--- src/rtl/forward_hazard_unit.sv ---
// Operand forwarding and load-use hazard unit for the 5-stage RV32I pipe; holds E/M/W destination tags.
// Latency: selects, operands and stall/flush are combinational; tags move one cycle per edge unless mem_stall freezes them.
// Backpressure: mem_stall holds every tag and stalls F/D; HAZARD_STATS_EN adds saturating stall/forward counters.
module forward_hazard_unit #(
    parameter int DATA_WIDTH = 32,
    parameter int ADDR_WIDTH = 5,
    parameter int NUM_SRC    = 2
) (
    input  logic                            clk,
    input  logic                            rst,
    input  logic [NUM_SRC*ADDR_WIDTH-1:0]   rsD,
    input  logic [ADDR_WIDTH-1:0]           rdD,
    input  logic                            reg_writeD,
    input  logic                            is_loadD,
    input  logic                            branch_takenE,
    input  logic                            mem_stall,
    input  logic [NUM_SRC*DATA_WIDTH-1:0]   rdataE,
    input  logic [DATA_WIDTH-1:0]           alu_resultM,
    input  logic [DATA_WIDTH-1:0]           resultW,
    output logic [NUM_SRC*DATA_WIDTH-1:0]   operandE,
    output logic [NUM_SRC*2-1:0]            fwd_selE,
    output logic                            stallF,
    output logic                            stallD,
    output logic                            flushE
`ifdef HAZARD_STATS_EN
    ,
    output logic [31:0]                     stall_cnt,
    output logic [31:0]                     fwd_cnt
`endif
);
    localparam int AW = ADDR_WIDTH;
    localparam int DW = DATA_WIDTH;

    logic [NUM_SRC*AW-1:0] rs_e;
    logic [AW-1:0]         rd_e, rd_m, rd_w;
    logic                  wr_e, ld_e, wr_m, ld_m, wr_w;
    logic                  load_use;
    logic                  bubble_e;

    // A load to x0 produces nothing a consumer could wait for.
    always_comb begin
        load_use = 1'b0;
        for (int i = 0; i < NUM_SRC; i++) begin
            if (ld_e && wr_e && (rd_e != '0) && (rsD[i*AW +: AW] == rd_e))
                load_use = 1'b1;
        end
    end

    always_comb begin
        fwd_selE = '0;
        operandE = rdataE;
        for (int i = 0; i < NUM_SRC; i++) begin
            if (rs_e[i*AW +: AW] != '0) begin
                if (wr_m && !ld_m && (rd_m == rs_e[i*AW +: AW])) begin
                    fwd_selE[i*2 +: 2]  = 2'b10;
                    operandE[i*DW +: DW] = alu_resultM;
                end else if (wr_w && (rd_w == rs_e[i*AW +: AW])) begin
                    fwd_selE[i*2 +: 2]  = 2'b01;
                    operandE[i*DW +: DW] = resultW;
                end
            end
        end
    end

    // Redirect kills the D instruction, so a pending load-use stall is moot.
    assign stallF   = !rst && (mem_stall || (!branch_takenE && load_use));
    assign stallD   = stallF;
    assign flushE   = !rst && !mem_stall && (branch_takenE || load_use);
    assign bubble_e = branch_takenE || load_use;

    always_ff @(posedge clk) begin
        if (rst) begin
            rs_e <= '0;
            rd_e <= '0;
            wr_e <= 1'b0;
            ld_e <= 1'b0;
            rd_m <= '0;
            wr_m <= 1'b0;
            ld_m <= 1'b0;
            rd_w <= '0;
            wr_w <= 1'b0;
        end else if (!mem_stall) begin
            rd_w <= rd_m;
            wr_w <= wr_m;
            rd_m <= rd_e;
            wr_m <= wr_e;
            ld_m <= ld_e;
            if (bubble_e) begin
                rs_e <= '0;
                rd_e <= '0;
                wr_e <= 1'b0;
                ld_e <= 1'b0;
            end else begin
                rs_e <= rsD;
                rd_e <= rdD;
                wr_e <= reg_writeD;
                ld_e <= is_loadD;
            end
        end
    end

`ifdef HAZARD_STATS_EN
    always_ff @(posedge clk) begin
        if (rst) begin
            stall_cnt <= '0;
            fwd_cnt   <= '0;
        end else if (!mem_stall) begin
            if (load_use && !branch_takenE && (stall_cnt != 32'hFFFF_FFFF))
                stall_cnt <= stall_cnt + 32'd1;
            if ((|fwd_selE) && (fwd_cnt != 32'hFFFF_FFFF))
                fwd_cnt <= fwd_cnt + 32'd1;
        end
    end
`endif

endmodule

--- config.mk ---
export PLATFORM = sky130hd
export DESIGN_NAME = forward_hazard_unit
export DESIGN_NICKNAME = d
export VERILOG_FILES = /design/src/rtl/forward_hazard_unit.sv
export SDC_FILE = /design/constraint.sdc
export NUM_CORES = 1
export LEC_CHECK = 0
export CAP_MARGIN = 20
export CORE_ASPECT_RATIO = 0.9
export CORE_UTILIZATION = 37
export DETAILED_ROUTE_END_ITERATION = 8
export PLACE_DENSITY = 0.83
export SYNTH_ARGS = -nofsm -noshare
export SYNTH_HDL_FRONTEND = slang
export SYNTH_SLANG_ARGS = --single-unit
--- constraint.sdc ---
create_clock -name clk -period 2.45 [get_ports clk]
set_input_delay 0.49 -clock clk [delete_from_list [all_inputs] [get_ports clk]]
set_output_delay 0.49 -clock clk [all_outputs]
set_load 0.02 [all_outputs]
==> results_dict.tcl <==
# place-and-route summary
set metrics [dict create \
    place_congestion 0.9302 \
    largest_class "buffers" \
    synth_area_mm2 0.003273 \
    edf_count 0 \
    fmax_mhz 281.0 \
    violations "negative setup slack" \
    synth_area_leader_cell "dfxtp_1" \
    r2r-start "rd_e[4]" \
    fill_cells 252 \
    taps 119 \
    antenna_left 0 \
    highest_layer "met5" \
    worst_slack_ns -1.109 \
    reg2regPathDepth 6 \
    tightestPinTransition_ns 1.085 \
    ys_warn_count 0 \
    grt_pass1_vias 5353 \
    firstDrtPassIters 8 \
    antenna_found_initial 2 \
    p_per_area_mw_per_mm2 298.7 \
    hold_slack_ns 0.5388 \
    syn_to_final_growth_pct 144.1 \
    path_class "reg -> out" \
    num-clock-buffers 7 \
    ff_latch_area_um2 635.6 \
    die_width_um 101.1 \
    met2_wirelength_um 11640 \
    holdPathEnd "rs_e[5]" \
    synthDistinctLibCells 33 \
    setup_viol 71 \
    ys_ff 30 \
    dpl-instance-area_mm2 0.006254 \
    grt_pass1_wl_um 30970 \
    met1Wirelength_um 9285 \
    holdPathStages 2 \
    rrSetupSlack_ns 0.55 \
    dp_hpwl_um 11320 \
    placedCellCount 822 \
    place_ws_ns -0.5404 \
    maxSlewViolCount 0 \
    clk_share_pct 1.143 \
    aoi_share_pct 27.98 \
    status "finished with violations" \
    maxCapViolations 0 \
    async_reset_ff_share_pct 0 \
    num-multi-input-gates 301 \
    clk_transition_reported_paths_ns 0.06 \
    final_nets 908 \
    root_buffer "clkbuf_8" \
    drtIter0Drc 782 \
]
repair_timing:
action	in CTS	in global routing
setup endpoints to repair	71	69
hold buffers	0	0
cloned	10	8
buffers inserted	23	11
hold endpoints to repair	0	0
pin swaps	31	47
resized	515	123
state kept, by name, summed over array words and instances (netlist names):
name / flops
rs_e: 10
rd_w: 5
ld_e: 1
wr_w: 1
ld_m: 1
rd_e: 5
rd_m: 5
wr_m: 1
wr_e: 1
worst reg2reg max path, delay by kind of cell, from the launching register on:
kind,cells,cell delay [ns]
xor+xnor,1,0.15
buf+inv,1,0.27
compound gates,2,0.39
simple gates,2,0.47
flops,1,0.47
power breakdown:
group          switching [uW]  internal [uW]  total, uW
sequential               23.4            500        523
combinational             712            709       1420
clock                     216            227        442
total                     951           1430       2390
==> images/layer_met3.png <==
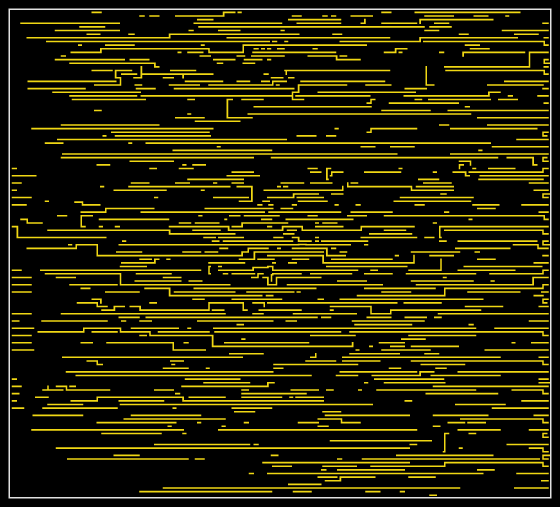
share of all routed wire	17%
main direction	horizontal
nets with wire on the layer	326
wire length on this layer	5020 um
drt total wl: 29610 um
GR Layer Usage met3: 19.71%
vias: 6089

==> images/logic_types.png <==
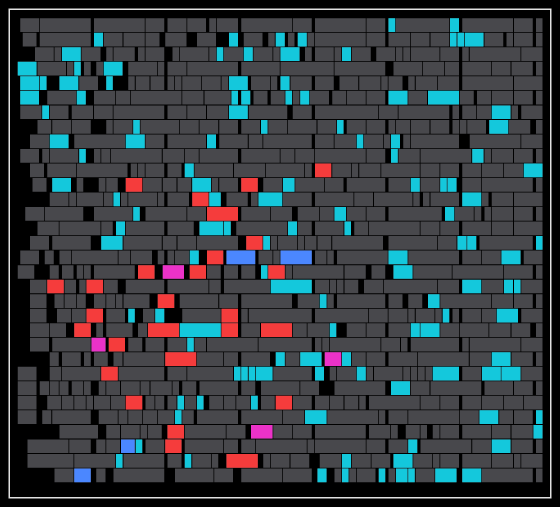
family	colour	cells
xor and xnor cells	red	27
nor cells	cyan	127
non-inverting ao/oa cells	blue	4
and/or cells	magenta	4
Comb/total area: 39.62%
Finished Layout Cells: 879
dominant logic cell type in the layout: clkdlybuf4s50_1

==> images/layer_met2.png <==
Scale bar: 20 um.
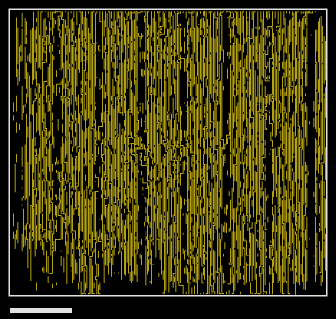
wire length on this layer	11600 um
share of all routed wire	39%
nets with wire on the layer	860
main direction	vertical
grt met2 use: 70.35%

Power is estimated from default activity; no workload was simulated.
